--- config.mk ---
export PLATFORM = sky130hd
export DESIGN_NAME = timestamp_packetizer
export DESIGN_NICKNAME = d
export VERILOG_FILES = /design/src/rtl/timestamp_packetizer.sv
export SDC_FILE = /design/constraint.sdc
export NUM_CORES = 1
export LEC_CHECK = 0
export CAP_MARGIN = 20
export CORE_MARGIN = 1
export CORE_UTILIZATION = 50
export DETAILED_ROUTE_END_ITERATION = 10
export PLACE_DENSITY = 0.77
export SYNTH_ARGS = -nofsm -noshare
export SYNTH_HDL_FRONTEND = slang
export SYNTH_SLANG_ARGS = --single-unit
--- constraint.sdc ---
create_clock -name clk -period 4.45 [get_ports clk]
set_input_delay 0.89 -clock clk [delete_from_list [all_inputs] [get_ports clk]]
set_output_delay 0.89 -clock clk [all_outputs]
set_load 0.03 [all_outputs]
--- src/rtl/timestamp_packetizer.sv ---
// Captures the asynchronous 24-bit mission timestamp, accepts it once stable,
// and frames each new value as a 5-byte packet on a byte-wide valid/ready stream.
module timestamp_packetizer #(
  parameter int          STABLE_CYCLES = 4,
  parameter logic [7:0]  HEADER        = 8'hA5
) (
  input  logic        clk,
  input  logic        reset,
  input  logic [23:0] timestamp,
  input  logic        enable,
  input  logic        tx_ready,
  output logic [7:0]  tx_data,
  output logic        tx_valid,
  output logic        frame_busy,
  output logic [23:0] ts_latched,
  output logic        overrun,
  output logic [2:0]  dbg_state
);

  // Stream handshake: a byte transfers on every rising edge where tx_valid && tx_ready;
  // while tx_valid is high and tx_ready low, tx_data and tx_valid hold steady.

  localparam logic [3:0] STAB_MAX = 4'(STABLE_CYCLES);

  typedef enum logic [2:0] {IDLE, HDR, B2, B1, B0, CSUM} state_t;

  state_t      state, state_next;
  logic [23:0] ts_s1, ts_s2;
  logic [3:0]  stab_cnt;
  logic        latch_valid;
  logic [23:0] frame_ts, frame_ts_next;
  logic [23:0] pend_ts, pend_ts_next;
  logic        pend_valid, pend_valid_next;
  logic        overrun_next;
  logic        qualify, queue_new, fire, csum_fire;

  assign qualify   = (stab_cnt == STAB_MAX) && ((ts_s2 != ts_latched) || !latch_valid);
  assign queue_new = qualify && enable;
  assign fire      = tx_valid && tx_ready;
  assign csum_fire = (state == CSUM) && fire;

  // Two-flop capture plus stability counter; the bus is sampled as a whole word.
  always_ff @(posedge clk) begin
    if (reset) begin
      ts_s1       <= '0;
      ts_s2       <= '0;
      stab_cnt    <= '0;
      ts_latched  <= '0;
      latch_valid <= 1'b0;
    end else begin
      ts_s1 <= timestamp;
      ts_s2 <= ts_s1;
      if (ts_s1 != ts_s2)
        stab_cnt <= '0;
      else if (stab_cnt != STAB_MAX)
        stab_cnt <= stab_cnt + 4'd1;
      if (qualify) begin
        ts_latched  <= ts_s2;
        latch_valid <= 1'b1;
      end
    end
  end

  always_ff @(posedge clk) begin
    if (reset) begin
      state      <= IDLE;
      frame_ts   <= '0;
      pend_ts    <= '0;
      pend_valid <= 1'b0;
      overrun    <= 1'b0;
    end else begin
      state      <= state_next;
      frame_ts   <= frame_ts_next;
      pend_ts    <= pend_ts_next;
      pend_valid <= pend_valid_next;
      overrun    <= overrun_next;
    end
  end

  always_comb begin
    state_next      = state;
    frame_ts_next   = frame_ts;
    pend_ts_next    = pend_ts;
    pend_valid_next = pend_valid;
    overrun_next    = overrun;
    case (state)
      IDLE: if (queue_new) begin
        frame_ts_next = ts_s2;
        state_next    = HDR;
      end
      HDR:  if (fire) state_next = B2;
      B2:   if (fire) state_next = B1;
      B1:   if (fire) state_next = B0;
      B0:   if (fire) state_next = CSUM;
      CSUM: if (fire) begin
        // A value arriving on the closing edge lands in the pending slot and is
        // consumed at once, overwriting anything that was already waiting.
        if (queue_new) begin
          frame_ts_next   = ts_s2;
          pend_valid_next = 1'b0;
          overrun_next    = overrun | pend_valid;
          state_next      = HDR;
        end else if (pend_valid) begin
          frame_ts_next   = pend_ts;
          pend_valid_next = 1'b0;
          state_next      = HDR;
        end else begin
          state_next = IDLE;
        end
      end
      default: state_next = IDLE;
    endcase
    if (queue_new && (state != IDLE) && !csum_fire) begin
      pend_ts_next    = ts_s2;
      pend_valid_next = 1'b1;
      overrun_next    = overrun | pend_valid;
    end
  end

  always_comb begin
    tx_data = 8'h00;
    case (state)
      HDR:     tx_data = HEADER;
      B2:      tx_data = frame_ts[23:16];
      B1:      tx_data = frame_ts[15:8];
      B0:      tx_data = frame_ts[7:0];
      CSUM:    tx_data = HEADER ^ frame_ts[23:16] ^ frame_ts[15:8] ^ frame_ts[7:0];
      default: tx_data = 8'h00;
    endcase
  end

  assign tx_valid   = (state != IDLE);
  assign frame_busy = (state != IDLE);
  assign dbg_state  = state;

endmodule

==> run_1/route_heat.png <==
22 x 22 tiles, from white (low) to dark blue (high), scaled to the fullest tile. Values are wire area over tile area, all layers added.
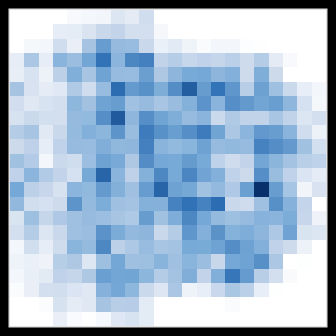
The mean over all tiles is 0.18. The densest ninth of the die: center. The emptiest ninth of the die: upper right. 17% of the tiles are nearly empty. 19% of the tiles are over half the peak.

==> run_1/closeup.png <==
Scale bar: 5 microns. Window x 72 to 92, y 72 to 92 microns. Cells in gray, sequential cells in the stronger gray; small squares are vias.
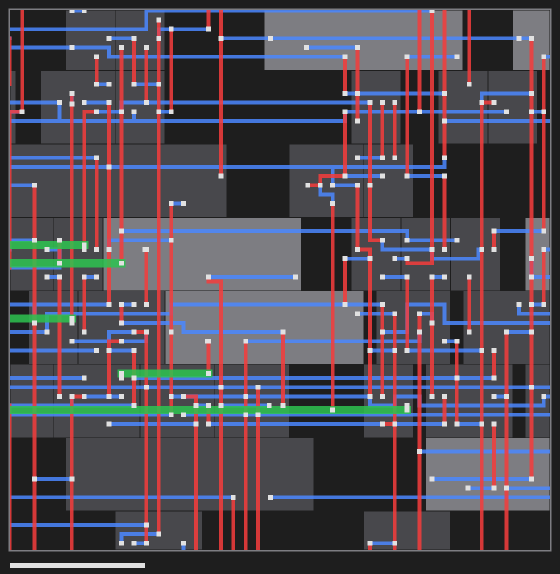
Key: green = M3; blue = M1; red = M2
Sequential cells in the window: 4. Most frequent: o21ai_0 (6), nand3_1 (5), a311oi_1 (5). Netlist names of flops here include frame_ts (3), pend_ts (1). 32 logic cells have their middle in the window.

==> impl_metrics.xml, run 1 <==
<?xml version="1.0" encoding="UTF-8"?>
<metrics>
  <group name="status">
    <metric name="outcome" unit="">finished, final reports clean</metric>
  </group>
  <group name="detailed_routing">
    <metric name="vias_per_cell" unit="">5.74</metric>
    <metric name="route.final.wire_length" unit="mm">13.4</metric>
    <metric name="drt-pass1-iter-count" unit="">5</metric>
    <metric name="drt_first_iter_violations" unit="">273</metric>
  </group>
  <group name="final_timing">
    <metric name="fin_worst_skew" unit="ns">0.0127</metric>
    <metric name="final.period_utilization" unit="%">86.4</metric>
    <metric name="finalSetupTns" unit="ns">0</metric>
    <metric name="timing.final.crit_period" unit="ns">3.84</metric>
    <metric name="final-hold-violation-count" unit="">0</metric>
    <metric name="final-setup-viol-count" unit="">0</metric>
  </group>
  <group name="synthesis">
    <metric name="synth_area" unit="sq mm">0.00570</metric>
    <metric name="yosys-top-cells-area" unit="">sky130_fd_sc_hd__dfxtp_1 (46%), sky130_fd_sc_hd__xnor2_1 (6.5%), sky130_fd_sc_hd__nor2b_1 (5.4%)</metric>
    <metric name="synth_cell_types" unit="">38</metric>
    <metric name="synth_sequential_area_ratio" unit="%">45.7</metric>
    <metric name="synthMostInstantiatedCell" unit="">sky130_fd_sc_hd__dfxtp_1</metric>
    <metric name="synth_area_leader_cell" unit="">sky130_fd_sc_hd__dfxtp_1</metric>
    <metric name="synthesis.instances" unit="">624</metric>
    <metric name="post_synth_most_frequent_cells" unit="">sky130_fd_sc_hd__dfxtp_1 (130), sky130_fd_sc_hd__o21ai_0 (54), sky130_fd_sc_hd__nor2b_1 (49)</metric>
    <metric name="synth.net_count" unit="">654</metric>
    <metric name="edf_count" unit="">0</metric>
    <metric name="synth_top_flop_cell" unit="">sky130_fd_sc_hd__dfxtp_1</metric>
    <metric name="yosys-stat-area" unit="sq mm">0.00570</metric>
  </group>
  <group name="critical_path">
    <metric name="critical-path-max-stage-delay" unit="ns">0.74</metric>
    <metric name="critPathTopFamily" unit="">simple AND/OR/NAND/NOR gates</metric>
    <metric name="critical_path_arrival" unit="ns">2.95</metric>
    <metric name="critical_path_required" unit="ns">3.56</metric>
    <metric name="crit_fanout" unit="">15</metric>
    <metric name="worstPathCellList" unit="">nor2b_1 -&gt; a22oi_1 -&gt; nor2_1 -&gt; a31oi_1 -&gt; o21ai_0 -&gt; clkdlybuf4s50_1</metric>
    <metric name="endpoint_kind" unit="">primary output</metric>
  </group>
  <group name="cells_and_area">
    <metric name="num_antenna_cells" unit="">0</metric>
    <metric name="most-common-layout-cells" unit="">sky130_fd_sc_hd__dfxtp_1 (130), sky130_fd_sc_hd__clkdlybuf4s50_1 (64), sky130_fd_sc_hd__o21ai_0 (54)</metric>
    <metric name="drive_above_1_share" unit="%">6.70</metric>
    <metric name="layout.filler_cells" unit="">869</metric>
    <metric name="layout_top_cell" unit="">sky130_fd_sc_hd__dfxtp_1</metric>
  </group>
  <group name="cts">
    <metric name="clock_sinks" unit="">130</metric>
    <metric name="cts.repair_timing.setup_buffer_count" unit="">0</metric>
    <metric name="cts_root_buffer" unit="">sky130_fd_sc_hd__clkbuf_16</metric>
    <metric name="cts_hold_buf" unit="">0</metric>
    <metric name="post_cts_resized" unit="">0</metric>
    <metric name="worst_skew_pair.late_latency" unit="ns">0.41</metric>
    <metric name="clk_pin_slew" unit="ns">0.06</metric>
  </group>
  <group name="floorplanning">
    <metric name="rows" unit="">38</metric>
    <metric name="die-area" unit="sq mm">0.0118</metric>
    <metric name="die_w" unit="microns">109</metric>
    <metric name="floorplanUtilization" unit="%">51.9</metric>
    <metric name="die-height" unit="microns">109</metric>
  </group>
  <group name="place">
    <metric name="dp_hpwl" unit="mm">8.84</metric>
    <metric name="io_buffers" unit="">65</metric>
  </group>
  <group name="pwr">
    <metric name="net-switching-power" unit="uW">635</metric>
    <metric name="switching_fraction_of_total_power" unit="%">23.2</metric>
    <metric name="power_leakage" unit="nW">2.28</metric>
    <metric name="power_frac_clock" unit="%">52.2</metric>
    <metric name="share_seq_of_total_power" unit="%">44.3</metric>
  </group>
  <group name="global_route">
    <metric name="antenna_violations_before_repair" unit="">0</metric>
    <metric name="globalRouteOverflowTotal" unit="">0</metric>
  </group>
</metrics>
==> run_1/congestion_map.png <==
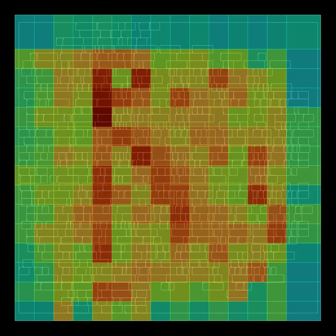
met3 capacity usage during global routing: 4.66%
met1 track utilization from global routing: 30.5%
combined global-route utilization of all metal layers: 23.3%
global routing's busiest layer: met2

==> run_1/layers.png <==
Scale bar: 20 microns. Two of the layers only.
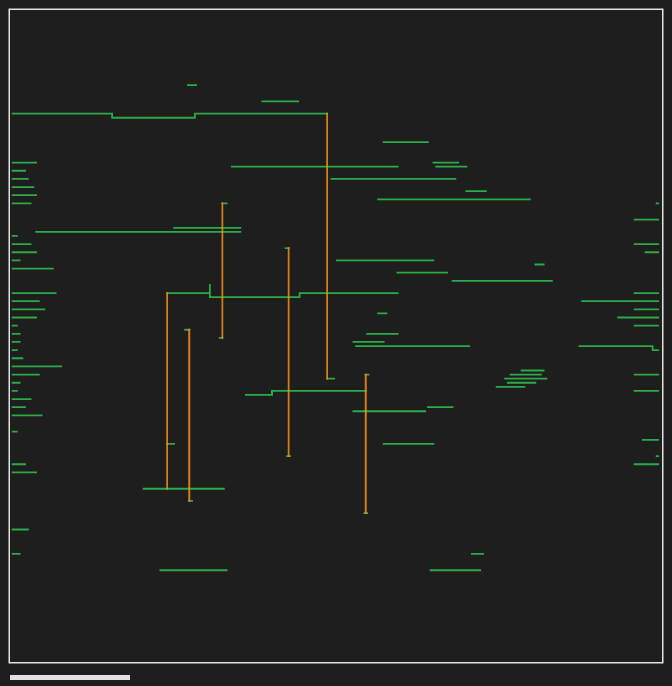
Key: green = M3 [wire length 587 microns]; orange = M4 [wire length 186 microns]

==> run 1: through the flow <==
step | power, mW | setup WS (ns) | cell area [sq um] | utilization [%]
3_3_place_gp | 1.33 | 1.19 | 6340 | 57.7
2_1_floorplan | 1.29 | 1.64 | 5700 | -
6_report | 2.73 | 0.607 | 6970 | 63.5
4_1_cts | 2.74 | 0.640 | 6940 | 63.2
5_1_grt | 2.80 | 0.372 | 6970 | 63.5
3_5_place_dp | 1.33 | 1.06 | 6340 | 57.7
==> run 1: power by group through the flow <==
stage	Clock (mW)	Sequential (mW)	Combinational [mW]
2_1_floorplan	0	1.23	0.0602
3_3_place_gp	0	1.23	0.0925
3_5_place_dp	0	1.24	0.0945
4_1_cts	1.43	1.21	0.0953
5_1_grt	1.49	1.21	0.103
6_report	1.43	1.21	0.0941
==> run 1: final cells by class <==
class                           instances  share of cell area [%]
Multi-Input combinational cell        435                    40.9
Sequential cell                       130                    37.3
Timing Repair Buffer                   72                    10.3
Clock buffer                           18                    6.30
Tap cell                              140                    2.51
Clock inverter                         14                    2.41
Inverter                                3                   0.162
==> run 1: logic make-up after synthesis <==
logic type	after synthesis	share of synthesized area, %
flops	130	45.7
compound gates	169	18.5
fa+ha+maj	2	0.439
buf+inv	59	4.44
mux	20	3.51
xor+xnor	63	9.68
simple gates	181	17.7
==> run 1: worst reg2reg max path: cells and delay by family, from the launching register on <==
kind                   cells  cell delay, ns
AOI/OAI and AO/OA          3            1.20
and+or+nand+nor            1            0.36
buffers and inverters      1            0.36
DFF                        1            0.85
==> run 1: metal layers <==
layer / vias to the layer above / wire length, microns / track usage, %
met5: - / 0 / 0
met4: 0 / 185 / 9.94
met3: 14 / 587 / 4.66
met2: 127 / 6500 / 37.5
met1: 2231 / 6080 / 30.5
li1: 2286 / - / -
==> run 1: final timing paths <==
| kind | startpoint | end | slack, ns |
|---|---|---|---|
| worst min register to register | overrun$_SDFFE_PP0P_ | overrun$_SDFFE_PP0P_ | 0.47 |
| worst min-delay path | overrun$_SDFFE_PP0P_ | overrun$_SDFFE_PP0P_ | 0.47 |
| worst max register to register | dbg_state[0]$_SDFFE_PP0P_ | pend_ts[12]$_SDFFE_PP0P_ | 1.59 |
| worst max-delay path | dbg_state[1]$_SDFFE_PP0P_ | tx_data[3] | 0.61 |
==> run 1: registers in the layout, indices dropped and copies added, names as in the netlist <==
name,cells
frame_ts,24
pend_ts,24
ts_latched,24
ts_s1,24
ts_s2,24
stab_cnt,4
dbg_state,3
latch_valid,1
overrun,1
pend_valid,1
==> run 1 -> run 2 <==
Settings changed: CORE_MARGIN 1 to unset, CTS_CLUSTER_DIAMETER set to 40.
==> run_2/congestion_map.png <==
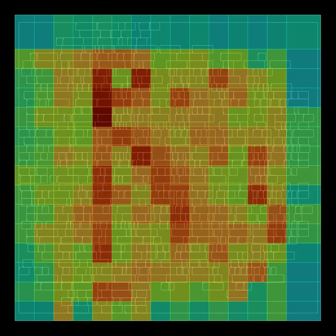
detail-routed net length per standard cell: 16.4 microns
end-of-flow core utilization: 63.5%

==> run_2/layers.png <==
Scale bar: 20 microns. Two of the layers only.
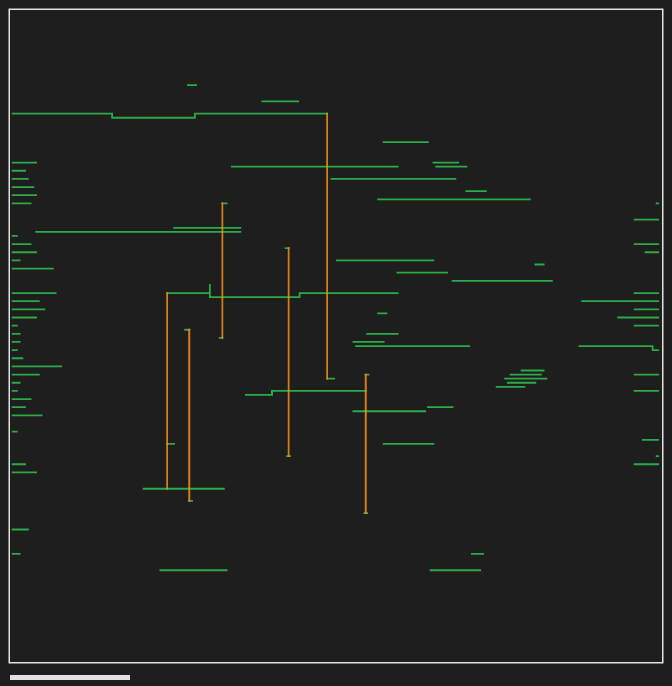
Key: orange = M4 [wire length 186 microns]; green = M3 [wire length 587 microns]

==> run 2 against run 1 <==
Against the previous run: cell count is the same; routed wire length is the same; via count is the same; power is the same; clock-buffer cell count is the same.
==> impl_metrics.xml, run 2 <==
<?xml version="1.0" encoding="UTF-8"?>
<metrics>
  <group name="status">
    <metric name="outcome" unit="">finished, final reports clean</metric>
  </group>
  <group name="synthesis">
    <metric name="yosys-top-cells-area" unit="">sky130_fd_sc_hd__dfxtp_1 (46%), sky130_fd_sc_hd__xnor2_1 (6.5%), sky130_fd_sc_hd__nor2b_1 (5.4%)</metric>
    <metric name="synth_area" unit="sq mm">0.00570</metric>
    <metric name="synth.net_count" unit="">654</metric>
    <metric name="synth_cell_types" unit="">38</metric>
    <metric name="yosys-stat-area" unit="sq mm">0.00570</metric>
    <metric name="synthesis.instances" unit="">624</metric>
    <metric name="edf_count" unit="">0</metric>
    <metric name="synth_area_leader_cell" unit="">sky130_fd_sc_hd__dfxtp_1</metric>
    <metric name="synth_sequential_area_ratio" unit="%">45.7</metric>
  </group>
  <group name="cts">
    <metric name="cts_hold_buf" unit="">0</metric>
    <metric name="clk_pin_slew" unit="ns">0.06</metric>
    <metric name="clock_sinks" unit="">130</metric>
    <metric name="cts_root_buffer" unit="">sky130_fd_sc_hd__clkbuf_16</metric>
    <metric name="cts.repair_timing.setup_buffer_count" unit="">0</metric>
    <metric name="post_cts_resized" unit="">0</metric>
    <metric name="worst_skew_pair.late_latency" unit="ns">0.41</metric>
  </group>
  <group name="final_timing">
    <metric name="final-hold-violation-count" unit="">0</metric>
    <metric name="fin_worst_skew" unit="ns">0.0127</metric>
    <metric name="final-setup-viol-count" unit="">0</metric>
    <metric name="final.period_utilization" unit="%">86.4</metric>
    <metric name="worst_slack" unit="ns">0.607</metric>
    <metric name="timing.final.crit_period" unit="ns">3.84</metric>
    <metric name="finalSetupTns" unit="ns">0</metric>
  </group>
  <group name="pwr">
    <metric name="power_leakage" unit="nW">2.28</metric>
    <metric name="total_power" unit="mW">2.73</metric>
  </group>
  <group name="global_route">
    <metric name="antenna_violations_before_repair" unit="">0</metric>
  </group>
  <group name="cells_and_area">
    <metric name="layout.cell_area.non_filler" unit="sq mm">0.00697</metric>
    <metric name="num_antenna_cells" unit="">0</metric>
    <metric name="area_growth" unit="%">22.3</metric>
    <metric name="most-common-layout-cells" unit="">sky130_fd_sc_hd__dfxtp_1 (130), sky130_fd_sc_hd__clkdlybuf4s50_1 (64), sky130_fd_sc_hd__o21ai_0 (54)</metric>
    <metric name="layout.filler_cells" unit="">869</metric>
    <metric name="drive_above_1_share" unit="%">6.70</metric>
    <metric name="layout_top_cell" unit="">sky130_fd_sc_hd__dfxtp_1</metric>
  </group>
  <group name="floorplanning">
    <metric name="rows" unit="">38</metric>
    <metric name="die-height" unit="microns">109</metric>
    <metric name="die-area" unit="sq mm">0.0118</metric>
    <metric name="die_w" unit="microns">109</metric>
  </group>
  <group name="critical_path">
    <metric name="worstPathCellList" unit="">nor2b_1 -&gt; a22oi_1 -&gt; nor2_1 -&gt; a31oi_1 -&gt; o21ai_0 -&gt; clkdlybuf4s50_1</metric>
    <metric name="critical_path_arrival" unit="ns">2.95</metric>
    <metric name="crit_fanout" unit="">15</metric>
    <metric name="critical-path-max-stage-delay" unit="ns">0.74</metric>
    <metric name="critPathTopFamily" unit="">simple AND/OR/NAND/NOR gates</metric>
  </group>
  <group name="detailed_routing">
    <metric name="drt-pass1-iter-count" unit="">5</metric>
    <metric name="route.final.wire_length" unit="mm">13.4</metric>
    <metric name="drt_first_iter_violations" unit="">273</metric>
    <metric name="vias_per_cell" unit="">5.74</metric>
  </group>
  <group name="place">
    <metric name="dp_hpwl" unit="mm">8.84</metric>
    <metric name="postPlaceCellArea" unit="sq mm">0.00634</metric>
    <metric name="preCtsSetupSlack" unit="ns">1.06</metric>
  </group>
</metrics>
==> run_2/route_heat.png <==
22 x 22 tiles, from white (low) to dark blue (high), scaled to the fullest tile. Values are wire area over tile area, all layers added.
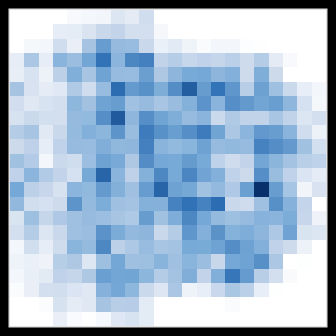
The mean over all tiles is 0.18. The fullest tile reaches 0.60. The emptiest ninth of the die: upper right. 17% of the tiles are nearly empty. 19% of the tiles are over half the peak.

-- run 2: cells by family (layout without fill, tap and decap cells) --
family / count (synthesis) / after routing / synth area share, %
compound gates: 169 / 169 / 18.5
xor+xnor: 63 / 63 / 9.68
fa+ha+maj: 2 / 2 / 0.439
buf+inv: 59 / 107 / 4.44
flops: 130 / 130 / 45.7
mux: 20 / 20 / 3.51
simple gates: 181 / 181 / 17.7
-- run 2: tightest hold or removal path, stage by stage, from the launching register on --
cell and delay (ns):
sky130_fd_sc_hd__dfxtp_1 0.32, sky130_fd_sc_hd__a31oi_1 0.04, sky130_fd_sc_hd__nor2_1 0.07
-- run 2: report_power, final --
group	internal, mW	switching (mW)	leakage [nW]
clock	0.859	0.567	0.286
sequential	1.18	0.0259	1.06
combinational	0.0528	0.0413	0.940
total	2.10	0.635	2.28
-- run 2: cell type report --
cell class | instances | area, sq um | share of cell area (%)
well taps | 140 | 175 | 2.51
multi-input cells | 435 | 2850 | 40.9
clock buffers | 18 | 439 | 6.30
flip-flops and latches | 130 | 2600 | 37.3
clock inverters | 14 | 168 | 2.41
inverters | 3 | 11.3 | 0.162
repair buffers | 72 | 721 | 10.3
-- run 2: final timing paths --
path	from	endpoint	slack, ns	cells past startpoint
worst min-delay path	overrun$_SDFFE_PP0P_	overrun$_SDFFE_PP0P_	0.47	2
worst max-delay path	dbg_state[1]$_SDFFE_PP0P_	tx_data[3]	0.61	6
worst max register to register	dbg_state[0]$_SDFFE_PP0P_	pend_ts[12]$_SDFFE_PP0P_	1.59	5
worst min register to register	overrun$_SDFFE_PP0P_	overrun$_SDFFE_PP0P_	0.47	2
-- run 2: per-layer routing --
metal | global-route usage [%] | share of wire (%) | up-vias
met4 | 9.94 | 1.4 | 0
met2 | 37.5 | 49 | 127
li1 | - | - | 2286
met5 | 0 | 0 | -
met1 | 30.5 | 45 | 2231
met3 | 4.66 | 4.4 | 14
==> run 2 -> run 3 <==
Settings changed: SETUP_SLACK_MARGIN set to 0.3, SLEW_MARGIN set to 20.
==> run_3/m1.png <==
Scale bar: 20 microns.
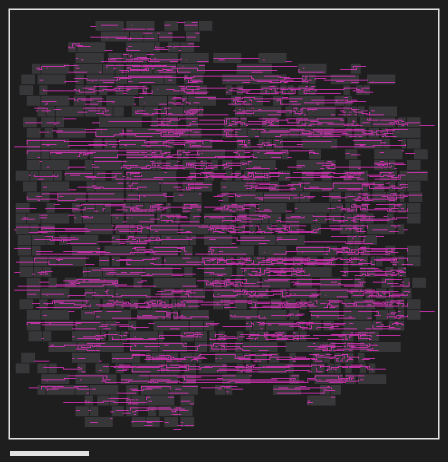
The longest straight run is 34.0 microns. The layer carries 6090 microns of wire. The wires run mostly horizontal.

==> run_3/congestion_map.png <==
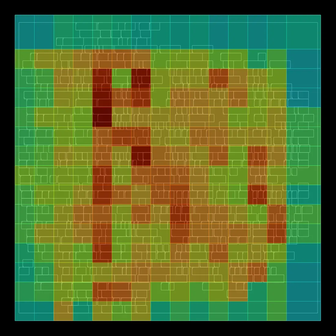
end-of-flow core utilization: 63.2%
met2 usage: 37.5%

==> run 3 against run 2 <==
Against the previous run: non-clock buffer count down 1; area after synthesis unchanged; worst hold slack about the same; final area shrank 0.38%; critical endpoint unchanged; largest cell class unchanged.
==> impl_metrics.xml, run 3 <==
<?xml version="1.0" encoding="UTF-8"?>
<metrics>
  <group name="floorplanning">
    <metric name="rows" unit="">38</metric>
    <metric name="die-height" unit="microns">109</metric>
    <metric name="floorplanUtilization" unit="%">51.9</metric>
    <metric name="die-area" unit="sq mm">0.0118</metric>
    <metric name="die_w" unit="microns">109</metric>
    <metric name="floorplan.core_area" unit="sq mm">0.0110</metric>
    <metric name="pin_count" unit="">66</metric>
  </group>
  <group name="detailed_routing">
    <metric name="route.final.wire_length" unit="mm">13.3</metric>
    <metric name="drtAntennaViolNets" unit="">0</metric>
    <metric name="vias_per_cell" unit="">5.72</metric>
    <metric name="route.vias.total" unit="">4642</metric>
    <metric name="drt-pass1-iter-count" unit="">4</metric>
    <metric name="drt_first_iter_violations" unit="">247</metric>
    <metric name="routedWlPerCell" unit="microns">16.4</metric>
  </group>
  <group name="critical_path">
    <metric name="critical-path-max-stage-delay" unit="ns">0.74</metric>
    <metric name="cp-start-kind" unit="">register</metric>
    <metric name="endpoint_kind" unit="">primary output</metric>
    <metric name="worstPathCellList" unit="">nor2b_1 -&gt; a22oi_1 -&gt; nor2_1 -&gt; a31oi_1 -&gt; o21ai_0 -&gt; clkdlybuf4s50_1</metric>
    <metric name="critical_path_required" unit="ns">3.56</metric>
    <metric name="crit_fanout" unit="">15</metric>
    <metric name="timing.critical_path.from" unit="">dbg_state[1]$_SDFFE_PP0P_</metric>
    <metric name="slowest_stage" unit="">sky130_fd_sc_hd__nor2b_1</metric>
    <metric name="critical_path_arrival" unit="ns">2.95</metric>
    <metric name="reg2reg_from" unit="">ts_s2[15]$_SDFF_PP0_</metric>
    <metric name="path_class" unit="">register to primary output</metric>
  </group>
  <group name="place">
    <metric name="postPlaceCellArea" unit="sq mm">0.00634</metric>
    <metric name="numPlacedInstances" unit="">779</metric>
    <metric name="dp_hpwl" unit="mm">8.84</metric>
    <metric name="io_buffers" unit="">65</metric>
    <metric name="gp_congestion" unit="">0.845</metric>
    <metric name="preCtsSetupSlack" unit="ns">1.06</metric>
  </group>
  <group name="cts">
    <metric name="cts.repair_timing.setup_buffer_count" unit="">0</metric>
    <metric name="worst_skew_pair.late_latency" unit="ns">0.41</metric>
    <metric name="clk_pin_slew" unit="ns">0.06</metric>
    <metric name="clock_sinks" unit="">130</metric>
    <metric name="cts_hold_buf" unit="">0</metric>
    <metric name="htree_num_levels" unit="">4</metric>
    <metric name="ctsLongestPathBuffers" unit="">2</metric>
    <metric name="cts_root_buffer" unit="">sky130_fd_sc_hd__clkbuf_16</metric>
    <metric name="post_cts_resized" unit="">0</metric>
  </group>
  <group name="synthesis">
    <metric name="synth_stat.cells" unit="">624</metric>
    <metric name="yosys_synthesis_warning_count" unit="">0</metric>
    <metric name="synth_area_leader_cell" unit="">sky130_fd_sc_hd__dfxtp_1</metric>
    <metric name="yosys-top-cells-area" unit="">sky130_fd_sc_hd__dfxtp_1 (46%), sky130_fd_sc_hd__xnor2_1 (6.5%), sky130_fd_sc_hd__nor2b_1 (5.4%)</metric>
    <metric name="synth_top_flop_cell" unit="">sky130_fd_sc_hd__dfxtp_1</metric>
    <metric name="synth_sequential_area_ratio" unit="%">45.7</metric>
    <metric name="postSynth.asyncResetShare" unit="%">0</metric>
    <metric name="yosys-stat-area" unit="sq mm">0.00570</metric>
    <metric name="synth_area" unit="sq mm">0.00570</metric>
    <metric name="post_synth_most_frequent_cells" unit="">sky130_fd_sc_hd__dfxtp_1 (130), sky130_fd_sc_hd__o21ai_0 (54), sky130_fd_sc_hd__nor2b_1 (49)</metric>
    <metric name="synth.net_count" unit="">654</metric>
    <metric name="synthesis.instances" unit="">624</metric>
    <metric name="synthMostInstantiatedCell" unit="">sky130_fd_sc_hd__dfxtp_1</metric>
    <metric name="edf_count" unit="">0</metric>
    <metric name="synth_cell_types" unit="">38</metric>
  </group>
  <group name="cells_and_area">
    <metric name="num_antenna_cells" unit="">0</metric>
    <metric name="layout_top_cell" unit="">sky130_fd_sc_hd__dfxtp_1</metric>
    <metric name="final_net_count" unit="">688</metric>
    <metric name="layout.cell_area.non_filler" unit="sq mm">0.00694</metric>
    <metric name="most-common-layout-cells" unit="">sky130_fd_sc_hd__dfxtp_1 (130), sky130_fd_sc_hd__clkdlybuf4s50_1 (64), sky130_fd_sc_hd__o21ai_0 (54)</metric>
    <metric name="drive_above_1_share" unit="%">6.71</metric>
    <metric name="area_growth" unit="%">21.9</metric>
  </group>
  <group name="final_timing">
    <metric name="final-hold-violation-count" unit="">0</metric>
    <metric name="timing.final.crit_period" unit="ns">3.84</metric>
    <metric name="worst_slack" unit="ns">0.614</metric>
    <metric name="finalHoldWorstSlack" unit="ns">0.469</metric>
    <metric name="slew_limit_headroom" unit="%">32.7</metric>
    <metric name="final.period_utilization" unit="%">86.2</metric>
    <metric name="final-setup-viol-count" unit="">0</metric>
    <metric name="final_max_slew_viol_count" unit="">0</metric>
    <metric name="finalSetupTns" unit="ns">0</metric>
    <metric name="achievable-frequency" unit="GHz">0.261</metric>
    <metric name="fin_worst_skew" unit="ns">0.0131</metric>
  </group>
  <group name="worst_hold_path">
    <metric name="hold_start" unit="">overrun$_SDFFE_PP0P_</metric>
  </group>
  <group name="global_route">
    <metric name="first_pass_grt_wire_length" unit="mm">21.3</metric>
    <metric name="grtUsageTotal" unit="%">23.3</metric>
    <metric name="antenna_violations_before_repair" unit="">0</metric>
    <metric name="grt_max_degree" unit="">103</metric>
    <metric name="globalRouteOverflowTotal" unit="">0</metric>
  </group>
  <group name="pwr">
    <metric name="power_leakage" unit="nW">2.27</metric>
    <metric name="power_density" unit="mW/mm^2">393</metric>
    <metric name="total_power" unit="mW">2.73</metric>
  </group>
  <group name="status">
    <metric name="outcome" unit="">finished, final reports clean</metric>
  </group>
</metrics>
==> run_3/closeup.png <==
Scale bar: 5 microns. Window x 72 to 92, y 72 to 92 microns. Cells in gray, sequential cells in the stronger gray; small squares are vias.
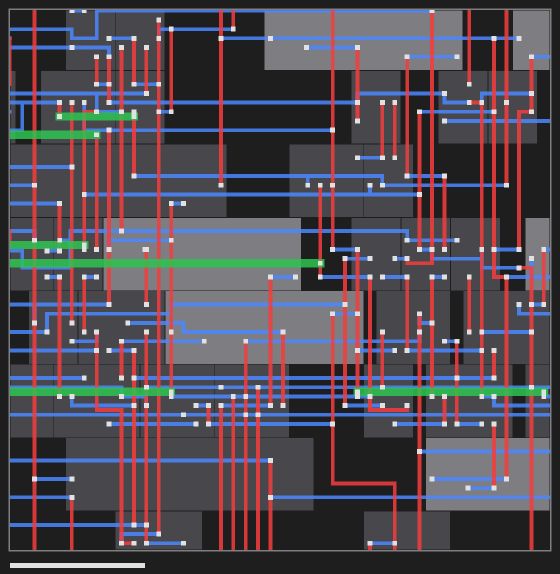
Key: green = M3; blue = M1; red = M2
Sequential cells in the window: 4. Most frequent: o21ai_0 (6), nand3_1 (5), a311oi_1 (5). 32 logic cells have their middle in the window. Netlist names of flops here include frame_ts (3), pend_ts (1).

run 3: cell counts after synthesis:
Identical to the previous run, type by type.
run 3: cell type report:
class,count,area (sq um)
fill,871,4040
clock inverter,14,168
inverter,3,11.3
sequential,130,2600
tap,140,175
multi-input combinational,435,2860
timing repair buffer,71,693
clock buffer,18,439
run 3: critical path: cells and delay by family, from the launching register on:
kind	cells	cell delay [ns]
buffers and inverters	1	0.69
and+or+nand+nor	2	0.89
AOI/OAI and AO/OA	3	0.36
DFF	1	0.58
run 3: path summary, 6_finish.rpt:
check | end | slack (ns) | cells past startpoint
worst max-delay path | tx_data[3] | 0.61 | 6
worst min-delay path | overrun$_SDFFE_PP0P_ | 0.47 | 2
worst max register to register | frame_ts[0]$_SDFFE_PP0P_ | 1.60 | 7
worst min register to register | overrun$_SDFFE_PP0P_ | 0.47 | 2
run 3: power by group:
part,internal [mW],total [mW],switching [mW]
Sequential,1.18,1.21,0.0258
Combinational,0.0528,0.0941,0.0413
Clock,0.859,1.42,0.565
Total,2.10,2.73,0.632
run 3: cells by family (layout without fill, tap and decap cells):
| group | after synthesis | count (layout) | synth area share [%] |
|---|---|---|---|
| fa+ha+maj | 2 | 2 | 0.439 |
| simple gates | 181 | 181 | 17.7 |
| buf+inv | 59 | 106 | 4.44 |
| compound gates | 169 | 169 | 18.5 |
| mux | 20 | 20 | 3.51 |
| flops | 130 | 130 | 45.7 |
| xor+xnor | 63 | 63 | 9.68 |
run 3: layer usage:
metal	global-route usage [%]	wire (microns)
met5	0	0
met4	9.94	215
met3	4.66	556
met1	30.5	6090
met2	37.5	6410
Power figures rest on the tool's default switching activity, not on a simulated workload.
